$ cat config.mk
export PLATFORM = sky130hd
export DESIGN_NAME = topk_frame_serializer
export DESIGN_NICKNAME = d
export VERILOG_FILES = /design/src/rtl/topk_frame_serializer.sv
export SDC_FILE = /design/constraint.sdc
export NUM_CORES = 1
export LEC_CHECK = 0
export ABC_AREA = 1
export CAP_MARGIN = 10
export CELL_PAD_IN_SITES_DETAIL_PLACEMENT = 1
export CELL_PAD_IN_SITES_GLOBAL_PLACEMENT = 1
export CORE_ASPECT_RATIO = 1.25
export CORE_MARGIN = 8
export CORE_UTILIZATION = 26
export CTS_BUF_LIST = sky130_fd_sc_hd__clkbuf_4 sky130_fd_sc_hd__clkbuf_8 sky130_fd_sc_hd__clkbuf_16
export DETAILED_ROUTE_END_ITERATION = 7
export PLACE_DENSITY = 0.63
export SLEW_MARGIN = 20
export SYNTH_ARGS = -nofsm -noshare
export SYNTH_HDL_FRONTEND = slang
export SYNTH_SLANG_ARGS = --single-unit
$ cat constraint.sdc
create_clock -name clk_in -period 2.8 [get_ports clk_in]
set_input_delay 0.56 -clock clk_in [delete_from_list [all_inputs] [get_ports clk_in]]
set_output_delay 0.56 -clock clk_in [all_outputs]
set_load 0.005 [all_outputs]
$ cat src/rtl/topk_frame_serializer.sv
// Snapshots one top-k result set and streams it as a framed byte sequence
// (0xA5, count, id/dist bytes MSB first, XOR checksum) over valid/ready.
module topk_frame_serializer #(
   parameter int unsigned K          = 4,
   parameter int unsigned ID_WIDTH   = 16,
   parameter int unsigned DIST_WIDTH = 32
) (
   input  logic                                clk_in,
   input  logic                                rst_in,
   input  logic [K-1:0][ID_WIDTH-1:0]          ids_in,
   input  logic [K-1:0][DIST_WIDTH-1:0]        dists_in,
   input  logic [$clog2(K+1)-1:0]              count_in,
   input  logic                                results_valid_in,
   output logic [7:0]                          byte_out,
   output logic                                byte_valid_out,
   input  logic                                byte_ready_in,
   output logic                                busy_out,
   output logic                                drop_out
);

   localparam int unsigned CW         = $clog2(K + 1);
   localparam int unsigned EW         = (K > 1) ? $clog2(K) : 1;
   localparam int unsigned ID_BYTES   = ID_WIDTH / 8;
   localparam int unsigned DIST_BYTES = DIST_WIDTH / 8;
   localparam int unsigned MAX_BYTES  = (ID_BYTES > DIST_BYTES) ? ID_BYTES : DIST_BYTES;
   localparam int unsigned BW         = (MAX_BYTES > 1) ? $clog2(MAX_BYTES) : 1;
   localparam logic [7:0]  HEADER     = 8'hA5;

   typedef enum logic [2:0] {IDLE, HDR, CNT, ID, DIST, CHK} state_t;

   state_t                       state, nxt_state;
   logic [EW-1:0]                entry, nxt_entry;
   logic [BW-1:0]                bidx, nxt_bidx;
   logic [7:0]                   chk, nxt_chk;
   logic [7:0]                   nxt_byte;
   logic                         nxt_valid, nxt_busy, nxt_drop;
   logic                         capture;
   logic                         xfer;
   logic [K-1:0][ID_WIDTH-1:0]   snap_ids;
   logic [K-1:0][DIST_WIDTH-1:0] snap_dists;
   logic [CW-1:0]                snap_count;
   logic [CW-1:0]                count_clamped;

   function automatic logic [7:0] id_byte(input logic [ID_WIDTH-1:0] w, input logic [BW-1:0] b);
      return 8'(w >> (8 * (ID_BYTES - 1 - 32'(b))));
   endfunction

   function automatic logic [7:0] dist_byte(input logic [DIST_WIDTH-1:0] w, input logic [BW-1:0] b);
      return 8'(w >> (8 * (DIST_BYTES - 1 - 32'(b))));
   endfunction

   assign xfer          = byte_valid_out & byte_ready_in;
   assign count_clamped = (count_in > CW'(K)) ? CW'(K) : count_in;

   // Next-state and next-byte: the byte presented is always the one for the current state.
   always_comb begin
      nxt_state = state;
      nxt_entry = entry;
      nxt_bidx  = bidx;
      nxt_chk   = chk;
      nxt_byte  = byte_out;
      nxt_valid = byte_valid_out;
      nxt_busy  = busy_out;
      nxt_drop  = results_valid_in & busy_out;
      capture   = 1'b0;
      case (state)
         IDLE: begin
            if (results_valid_in) begin
               capture   = 1'b1;
               nxt_state = HDR;
               nxt_byte  = HEADER;
               nxt_valid = 1'b1;
               nxt_busy  = 1'b1;
               nxt_chk   = '0;
               nxt_entry = '0;
               nxt_bidx  = '0;
            end
         end
         HDR: begin
            if (xfer) begin
               nxt_state = CNT;
               nxt_byte  = 8'(snap_count);
            end
         end
         CNT: begin
            if (xfer) begin
               nxt_chk = chk ^ byte_out;
               if (snap_count == '0) begin
                  nxt_state = CHK;
                  nxt_byte  = chk ^ byte_out;
               end else begin
                  nxt_state = ID;
                  nxt_entry = '0;
                  nxt_bidx  = '0;
                  nxt_byte  = id_byte(snap_ids[0], '0);
               end
            end
         end
         ID: begin
            if (xfer) begin
               nxt_chk = chk ^ byte_out;
               if (bidx == BW'(ID_BYTES - 1)) begin
                  nxt_state = DIST;
                  nxt_bidx  = '0;
                  nxt_byte  = dist_byte(snap_dists[entry], '0);
               end else begin
                  nxt_bidx = bidx + BW'(1);
                  nxt_byte = id_byte(snap_ids[entry], bidx + BW'(1));
               end
            end
         end
         DIST: begin
            if (xfer) begin
               nxt_chk = chk ^ byte_out;
               if (bidx != BW'(DIST_BYTES - 1)) begin
                  nxt_bidx = bidx + BW'(1);
                  nxt_byte = dist_byte(snap_dists[entry], bidx + BW'(1));
               end else if (CW'(entry) == snap_count - CW'(1)) begin
                  nxt_state = CHK;
                  nxt_byte  = chk ^ byte_out;
               end else begin
                  nxt_state = ID;
                  nxt_entry = entry + EW'(1);
                  nxt_bidx  = '0;
                  nxt_byte  = id_byte(snap_ids[entry + EW'(1)], '0);
               end
            end
         end
         CHK: begin
            if (xfer) begin
               nxt_state = IDLE;
               nxt_valid = 1'b0;
               nxt_busy  = 1'b0;
            end
         end
         default: nxt_state = IDLE;
      endcase
   end

   // State, output and snapshot registers.
   always_ff @(posedge clk_in) begin
      if (rst_in) begin
         state          <= IDLE;
         entry          <= '0;
         bidx           <= '0;
         chk            <= '0;
         byte_out       <= '0;
         byte_valid_out <= 1'b0;
         busy_out       <= 1'b0;
         drop_out       <= 1'b0;
         snap_ids       <= '0;
         snap_dists     <= '0;
         snap_count     <= '0;
      end else begin
         state          <= nxt_state;
         entry          <= nxt_entry;
         bidx           <= nxt_bidx;
         chk            <= nxt_chk;
         byte_out       <= nxt_byte;
         byte_valid_out <= nxt_valid;
         busy_out       <= nxt_busy;
         drop_out       <= nxt_drop;
         if (capture) begin
            snap_ids   <= ids_in;
            snap_dists <= dists_in;
            snap_count <= count_clamped;
         end
      end
   end

endmodule

==> git commit body, run 1 <==
Update PnR metrics after Yosys + OpenROAD run

- Most frequently placed logic cell in the final layout: sky130_fd_sc_hd__nand2_1
- Fraction of layout instances using a drive strength above 1: 6.25%
* Remaining routing DRC violations: 0
* Dominant Register Cell: sky130_fd_sc_hd__dfxtp_1
- Post-synthesis instance total: 1,560
- For the worst setup path, the data required time is 3.26 ns.
* First-pass GRT wire length: 68.9 mm
* Master cell of the clock root buffer: sky130_fd_sc_hd__clkbuf_16
* Number of H-tree levels: 1
* Via total after detailed routing: 11.1k
- Hold crit path type: input pin to flip-flop
* Final max-slew violation count: 0
- Worst max-slew margin expressed relative to the limit: 47.2%
- According to the floorplan report, the total die area is 47,500 sq um.
- Post-synthesis cell type with the largest combined area: sky130_fd_sc_hd__dfxtp_1
- The share of the core area taken by cells at floorplan is 26.4%.
- The kind of cell with the highest combined delay along the critical path is buffers and inverters.
* Critical path buffers and inverters: 3
* Worst Setup End Kind: flip-flop
- Number of antenna violations at the first check in global routing: 0
* Worst path arrival time: 2.71 ns
* Dominant cells by area after synthesis: sky130_fd_sc_hd__dfxtp_1 (42%), sky130_fd_sc_hd__a21oi_1 (13%), sky130_fd_sc_hd__nand2_1 (12%), sky130_fd_sc_hd__nand3_1 (11%), sky130_fd_sc_hd__o21ai_0 (7.1%)
- TritonCTS clock tree: done
* Number of ports placed on the die boundary: 210
- Cell Area, Synth: 10,600 sq um
- Finish-stage setup viols: 0
* Crit path largest cell delay: 0.39 ns
* Weighted congestion at the end of routability-driven global placement: 0.901
- The clock network burns 26.3% of the power.
- The wire-length estimate of the detail-placed layout is 33.5 mm.
- Looking at the worst setup and hold paths, the clock pins of their registers show a slew of 0.06 ns.
- Tool Warnings: 29
- Synthesized area per cell: 6.79 sq um
* Max cap viols: 0
* CP Max Fanout: 21
- Min Tclk post-route: 2.26 ns
- Registers are responsible for 32.7% of the overall power.
- The tightest hold path in the finished design has a slack of 0.274 ns.
- The buffer_ports step reported a buffer count of 209.
* Switching part of the total power: 41.0%
- Entering global routing, the biggest net connects 96 pins.
- Chain of cells forming the critical path: buf_4, inv_1, ha_1, inv_1, nand3_1, nand3_1, nand2_1, nand2_1, nand2_1, nand2_1, nand2_1, a21oi_1
- After floorplanning, the core was divided into 82 placement rows.
- Nets still carrying antenna violations after routing amount to 0.
- For this design, Yosys synthesis ends with a cell count of 1,560.
* Synthesis Warnings: 0
- CTS reports a maximum clock tree buffer depth of 3.
- According to the report, the first pass of detailed routing completed in 5 iterations.
- Proportion of register bits with asynchronous set or reset after synthesis: 0%
- The most numerous cell type found on the critical path is sky130_fd_sc_hd__nand2_1.
- Share of the clock period used by the worst path after layout: 80.6%
* RSZ-0062 raised after global routing: no
- Routed via count divided by cell count: 4.89
- The tree built by TritonCTS fans out to 220 sinks.
- Between the synthesized netlist and the finished layout, the area growth was recorded as 33.4%.
- Number of nets at floorplan: 1,764
- Internal power comes to 7870 uW.
- Power per standard cell area: 943 nW/um^2
- For this design the total switching power over the nets is 5460 uW.
- Post-synth tally of flip-flops with integrated enable: 0
- According to the finish report, the design has a final net count of 1,915.
- Synthesis inferred 220 register bits.
- The violation tally recorded at the end of detailed-routing iteration 0 is 515.
- Slew at the pin with the worst max-slew slack: 0.792 ns
- Worst path slowest cell: sky130_fd_sc_hd__inv_1
- For reference, the final report shows the hold violation count at 0.
- The worst setup path is of the flip-flop to flip-flop kind.
* Total negative slack: 0 ns
- Gates resized during post-CTS repair numbered 0.
* Total wirelength of the detailed-routed design: 44.8 mm
* Yosys stat chip area: 10,600 sq um
- The final timing report lists clock skew as 0.0206 ns.
- Cell variety after synth: 34
- Buffers inserted during clock tree synthesis total 25.
- Per the timing report, the achievable frequency comes out to 443 MHz.
- Overflow left after global routing: 0
- # hold bufs at CTS: 0
* Result of the run: completed
- Kind of start point of the critical path: flip-flop
- The analysis attributes to cell leakage a power of 0.00534 uW.
- The share of the Yosys chip area taken by registers is 41.6%.
* Setup bufs post-CTS: 0
* Vias in the first global route: 11.7k
* Clock latency reported for the late side of the worst-skew pair: 0.55 ns
* Leading cell types in the layout, fill and taps excluded: sky130_fd_sc_hd__nand2_1 (337), sky130_fd_sc_hd__a21oi_1 (281), sky130_fd_sc_hd__nand3_1 (236)
- The share of synthesized area in the top cell type comes to 41.6%.
- Logic gate share of total power: 40.9%
run 1: kinds of logic (layout without fill, tap and decap cells):
logic type | Yosys count | count (layout) | share of synthesized area [%]
simple gates | 637 | 637 | 26.3
compound gates | 453 | 453 | 21.9
buf+inv | 235 | 402 | 8.80
flops | 220 | 220 | 41.6
xor+xnor | 10 | 10 | 0.827
fa+ha+maj | 5 | 5 | 0.591
other cells | 0 | 1 | 0
run 1: metrics by stage:
stage               power [uW]  instance area (sq um)  setup slack (ns)  util (%)  instances
global route             14300                  14100             0.308      35.2       2273
floorplan                 7770                  10600             0.841         -       1560
detailed placement        9940                  13300             0.415      33.0       2230
finish                   13300                  14100             0.544      35.2       2274
CTS                      13500                  14100             0.507      35.2       2273
global placement          9830                  13300             0.495      33.0       2230
run 1: sequential cells by signal, summed over array words and instances (netlist names):
name	cells
snap_count	3
drop_out	1
snap_ids	64
state	3
busy_out	1
snap_dists	128
byte_out	8
bidx	2
entry	2
chk	8
run 1: final timing paths:
path                                      from             end  slack, ns  cells past startpoint
worst min-delay path                    rst_in  snap_dists[12]       0.27                      2
worst max register to register         bidx[0]     byte_out[4]       0.54                     12
worst max-delay path                   bidx[0]     byte_out[4]       0.54                     12
worst min register to register  snap_dists[72]  snap_dists[72]       0.45                      2
run 1: power groups by stage:
stage	clock network, uW	logic [uW]	registers (uW)
6_report	3510	5450	4360
3_3_place_gp	0	5420	4410
3_5_place_dp	0	5510	4430
5_1_grt	3740	6070	4460
4_1_cts	3630	5530	4370
2_1_floorplan	0	3500	4270
run 1: cells in the mapped netlist (2+ instances only):
cell type,number
sky130_fd_sc_hd__a211oi_1,2
sky130_fd_sc_hd__a21oi_1,281
sky130_fd_sc_hd__a22oi_1,2
sky130_fd_sc_hd__buf_1,6
sky130_fd_sc_hd__buf_2,31
sky130_fd_sc_hd__buf_4,3
sky130_fd_sc_hd__clkbuf_1,83
sky130_fd_sc_hd__clkinv_1,2
sky130_fd_sc_hd__dfxtp_1,220
sky130_fd_sc_hd__ha_1,5
sky130_fd_sc_hd__inv_1,105
sky130_fd_sc_hd__inv_2,5
sky130_fd_sc_hd__nand2_1,338
sky130_fd_sc_hd__nand2_2,6
sky130_fd_sc_hd__nand3_1,236
sky130_fd_sc_hd__nand4_1,10
sky130_fd_sc_hd__nor2_1,36
sky130_fd_sc_hd__nor2_2,5
sky130_fd_sc_hd__o211ai_1,9
sky130_fd_sc_hd__o21ai_0,150
sky130_fd_sc_hd__o22ai_1,4
sky130_fd_sc_hd__xnor2_1,5
sky130_fd_sc_hd__xor2_1,5
run 1: routing by layer:
| layer | wire (um) | GRT usage, % | vias to the layer above |
|---|---|---|---|
| met1 | 19000 | 21.9 | 5286 |
| met3 | 1780 | 2.82 | 70 |
| li1 | - | - | 5521 |
| met4 | 1650 | 7.08 | 0 |
| met2 | 22400 | 32.5 | 234 |
| met5 | 0 | 0 | - |
run 1: area by class of cell:
type	count	area (sq um)
Tap cell	546	683
Clock inverter	13	176
Multi-Input combinational cell	1105	5270
Timing Repair Buffer	247	2470
Antenna cell	1	2.50
Clock buffer	30	694
Inverter	112	420
Sequential cell	220	4410
Fill cell	4911	26000
==> run_1/pdn.png <==
Bar = 50 um. Pins as bars on the die edge. Tap cells in grey.
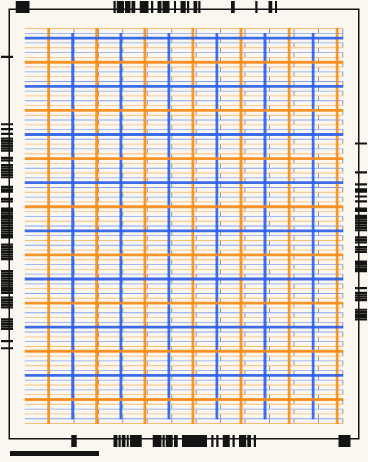
legend:
  blue:
    net: VDD
  orange:
    net: VSS
signal pins: 210
met4 straps: 13
rows: 82
met5 straps: 16
maximum vdd drop: 0.000429 V
Core Area: 40,100 sq um
Die Wd: 197 um

==> run_1/final_congestion.png <==
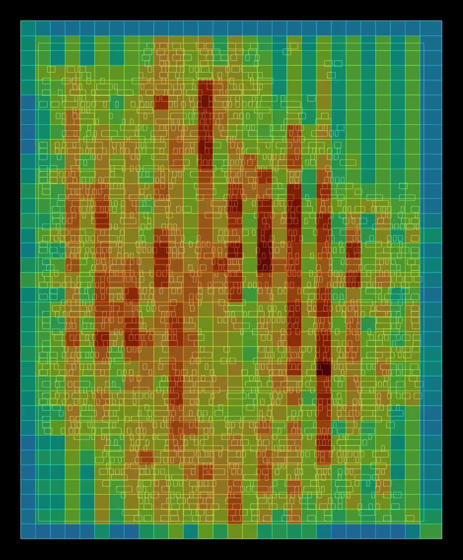
final core utilization: 35.2%
final routed wire length divided by cell count: 19.7 um
met1 usage in global routing: 21.9%
grt met3 use: 2.82%
total global-route track usage: 18.4%

==> run_1/zoom.png <==
Region (135, 48) to (160, 73) um. Cells in grey, sequential cells in the stronger grey; small squares are vias.
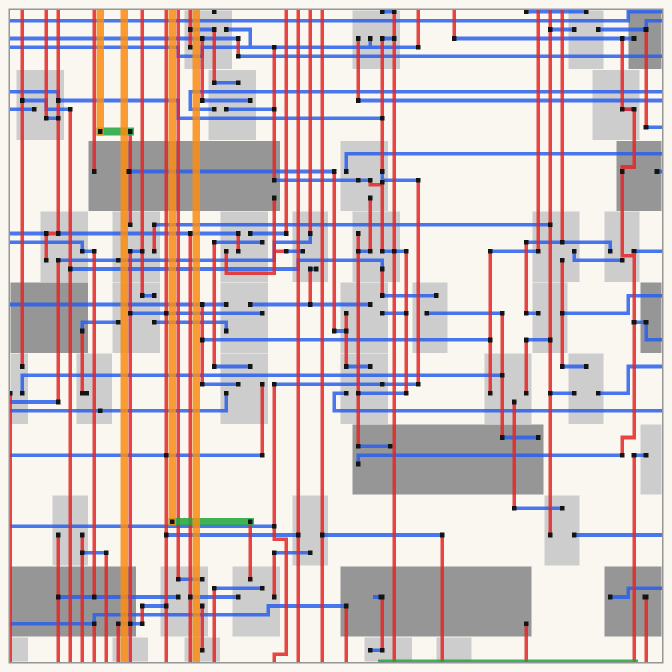
legend:
  red:
    layer: met2
  orange:
    layer: met4
  blue:
    layer: met1
  green:
    layer: met3
cells with their middle in the window: 33
netlist names of flops here include: snap_ids (4)
sequential cells in the window: 4
most frequent: o21ai_0 (9), nand2_1 (7), a21oi_1 (5)

==> run_1/met4.png <==
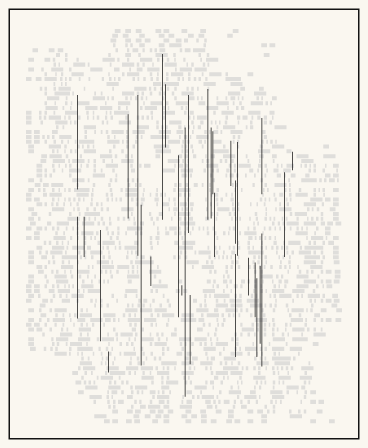

==> run 2, diff against run 1 <==
Clock period 2.8 ns to 2.14 ns, I/O delays scaled along.
==> run_2/met4.png <==
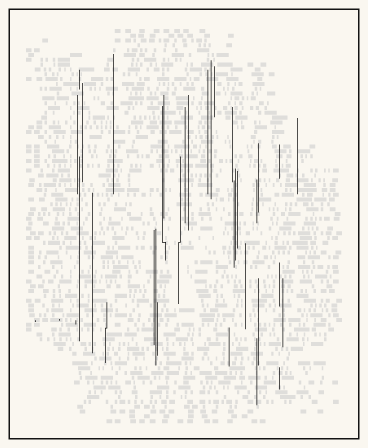
nets with wire on the layer: 29
longest straight run: 104 um
wire length on this layer: 1,710 um
share of all routed wire: 3.7%

==> git commit body, run 2 <==
Update PnR metrics after Yosys + OpenROAD run

* Worst path arrival time: 1.59 ns (-1.12 ns)
- The register-to-register setup slack is 0.19 ns (-0.35 ns).
* Final antenna diode count: 0 (-1)
- Routed via count divided by cell count: 4.87 (-0.36%)
- The cell sequence reported for the critical path is clkdlybuf4s50_1.
- In the layout the commonest cells are sky130_fd_sc_hd__nand2_1 (334), sky130_fd_sc_hd__a21oi_1 (280), sky130_fd_sc_hd__nand3_1 (236).
- Post-synthesis cell type with the largest combined area: sky130_fd_sc_hd__dfxtp_1
* Type of the worst setup path: flip-flop to primary output
* Register name with the most flops: snap_dists
- The required time reported for the critical path endpoint is 1.71 ns (-1.55 ns).
* Post-synthesis instance total: 1,560 (unchanged)
- Static timing analysis puts the maximum clock frequency at 495 MHz.
* Total wirelength of the detailed-routed design: 45.8 mm (+2.4%)
- Worst clock skew: 0.0257 ns (+0.00504 ns)
* Finish-stage setup viols: 0 (unchanged)
* 1st-pass router iterations: 4 (-1)
- Broken down by cell family, the worst path's largest delay share belongs to buffers and inverters.
- The worst setup path is captured at a primary output.
- Result of the run: completed
- TritonCTS clock tree: done
- Detail Route Antenna Nets: 0 (unchanged)
- Number of fill cells: 4,953 (+0.86%)
- The peak fanout along the critical path is 3 (-86%).
- Cell variety after synth: 34 (unchanged)
* Maximum number of buffers from clock root to sink: 3 (unchanged)
- The total global-route track usage is 18.7% (+0.35 points).
- Register area share after synthesis: 41.6% (unchanged)
- The netlist area before placement came to 10,600 sq um (unchanged).
- The count of standard-cell rows came to 82 (unchanged).
- Fraction of the core area occupied by cells at floorplan: 26.4% (unchanged)
- Largest net degree at the start of global routing: 130 (+35%)
- Synthesis Warnings: 0 (unchanged)
* Hold crit path type: input pin to flip-flop
* Cell total in the yosys stat output: 1,560 (unchanged)
* Synthesized area per cell: 6.79 sq um (unchanged)
- The routed design could run at a clock period as short as 2.02 ns.
- Post-synth tally of flip-flops with integrated enable: 0 (unchanged)
- Hold path startpoint: rst_in
- Depth of the worst register-to-register path: 10 (-2)
* Clock latency reported for the late side of the worst-skew pair: 0.55 ns (about the same)
- Vias in the first global route: 12.0k (+2.1%)
* Power per standard cell area: 1240 nW/um^2 (+32%)
* Critical path buffers and inverters: 1 (-2)
- The clock net sink count was 220 (unchanged).
- Power Total: 17,900 uW (+35%)
* Worst max-slew margin expressed relative to the limit: 57.2% (+10 points)
* Weighted congestion at the end of routability-driven global placement: 0.907 (+0.73%)
- The total number of vias came to 11.2k (+0.78%).
- The path with the worst hold slack has its endpoint at snap_dists[90].
* Initial detailed-routing violation count: 443 (-14%)
- The share of synthesized cell area in full adder, half adder and majority cells came to 0.591% (unchanged).
* Final max-slew violation count: 0 (unchanged)
- The count of warning messages emitted by the tools is 31 (+6.9%).
* Proportion of register bits with asynchronous set or reset after synthesis: 0% (unchanged)
* Startpoint of the worst-slack reg-to-reg timing path: state[2]
* Crit Reg-Reg Endpoint: bidx[0]
- The post-detailed-route DRC marker count came to 0 (unchanged).
- Number of nets at floorplan: 1,764 (unchanged)
- Kind of start point of the critical path: flip-flop
- Among logic cells in the layout, the one with the most instances is sky130_fd_sc_hd__nand2_1.
* Die Wd: 197 um (unchanged)
* HPWL Detailed: 33.6 mm (+0.40%)
- The maximum single-stage delay on the critical path was 0.57 ns (+0.18 ns).
- The TritonCTS buffer count is 26 (+4.0%).
* # hold bufs at CTS: 0 (unchanged)
* Area fraction in compound gates after synthesis: 21.9% (unchanged)
- Dominant cells by area after synthesis: sky130_fd_sc_hd__dfxtp_1 (42%), sky130_fd_sc_hd__a21oi_1 (13%), sky130_fd_sc_hd__nand2_1 (12%), sky130_fd_sc_hd__nand3_1 (11%), sky130_fd_sc_hd__o21ai_0 (7.1%)
* Number of ports placed on the die boundary: 210 (unchanged)
- Top-count cell post-synth: sky130_fd_sc_hd__nand2_1
- Fraction of layout instances using a drive strength above 1: 8.27% (+2.0 points)
- Share of the clock period used by the worst path after layout: 94.4%
- The root buffer cell chosen for the clock tree is sky130_fd_sc_hd__clkbuf_16.
- The leakage component of the power was 0.00550 uW (+2.9%).
* Worst Hold Path Cells: 5 (+3)
- In the synthesized netlist, the dominant kind of combinational cell is simple AND/OR/NAND/NOR gates.
* Maximum vdd drop: 0.000759 V (+77%)
- Share of the synthesized area in the top cell type: 41.6% (unchanged)
- Die footprint: 47,500 sq um (unchanged)
* Slew at the pin with the worst max-slew slack: 0.642 ns (-0.149 ns)
- Worst setup margin: 0.120 ns (-0.424 ns)
- Final routed wire length divided by cell count: 19.9 um (+1.2%)
- Number of hold violations in the final report: 0 (unchanged)
* Buffers added on ports: 209 (unchanged)
* Top Registers: snap_dists (128), snap_ids (64)
==> run_2/zoom.png <==
Region (135, 48) to (160, 73) um. Cells in grey, sequential cells in the stronger grey; small squares are vias.
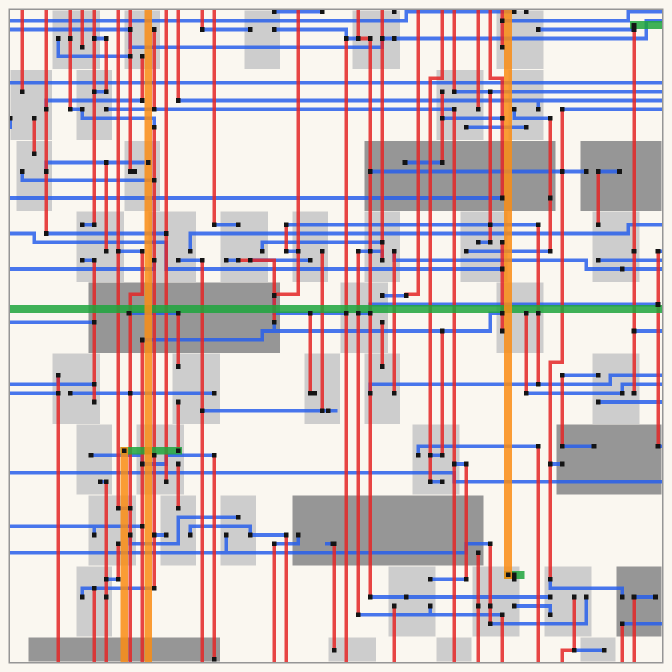
legend:
  red:
    layer: met2
  green:
    layer: met3
  blue:
    layer: met1
  orange:
    layer: met4
netlist names of flops here include: snap_ids (4)
most frequent: nand2_1 (11), o21ai_0 (9), a21oi_1 (8)
cells with their middle in the window: 39
sequential cells in the window: 4

run 2: metal layers:
layer	vias up	global-route usage [%]	share of wire [%]
li1	5576	-	-
met1	5326	21.6	42
met3	74	2.88	3.7
met4	4	7.19	3.7
met2	218	34.0	50
met5	-	0	0.059
run 2: repair_timing:
action                                  4_1_cts  5_1_grt
pin swaps                                     0        3
endpoints found under the setup margin        2        8
cloned                                        0        2
setup buffers                                 0        1
gates resized                                 1       12
endpoints found under the hold margin         0        0
run 2: worst max-delay path by stage:
stage	startpoint	to	cells after the start
after floorplan	bidx[0]	byte_out[5]	11
after global placement	byte_ready_in	entry[0]	9
after detailed placement	byte_ready_in	byte_out[2]	9
after CTS	byte_out[5]	byte_out[5]	1
after global routing	snap_count[1]	byte_out[4]	16
final	byte_out[2]	byte_out[2]	1
run 2: where the power goes:
group / switching (uW) / internal, uW
Combinational: 4970 / 2630
Sequential: 562 / 5160
Clock: 1830 / 2800
Total: 7360 / 10600
run 2: worst min-delay path, cell delays in order:
cell and delay, ns:
sky130_fd_sc_hd__buf_4 0.12, sky130_fd_sc_hd__inv_2 0.05, sky130_fd_sc_hd__buf_4 0.19, sky130_fd_sc_hd__o21ai_0 0.09, sky130_fd_sc_hd__a21oi_1 0.04
run 2: logic make-up after synthesis:
kind of cell | Yosys count
xor gates and xnor gates | 10
and+or+nand+nor | 637
AOI/OAI and AO/OA | 453
DFF | 220
adders and majority gates | 5
buffers and inverters | 235
run 2: stage by stage:
step,area [sq um],util (%),instances,hold WS [ns]
global placement,13400,33.5,2249,0.433
CTS,14300,35.8,2297,0.405
floorplan,10600,-,1560,0.424
global route,14400,35.9,2300,0.434
detailed placement,13400,33.5,2249,0.440
finish,14400,35.9,2300,0.425
run 2: layout make-up:
type | count | area (sq um) | share of cell area [%]
well taps | 546 | 683 | 4.74
flip-flops and latches | 220 | 4410 | 30.6
inverters | 112 | 423 | 2.93
clock buffers | 40 | 793 | 5.50
repair buffers | 269 | 2710 | 18.8
multi-input cells | 1105 | 5300 | 36.7
clock inverters | 8 | 106 | 0.737
Power and IR drop assume default switching activity.
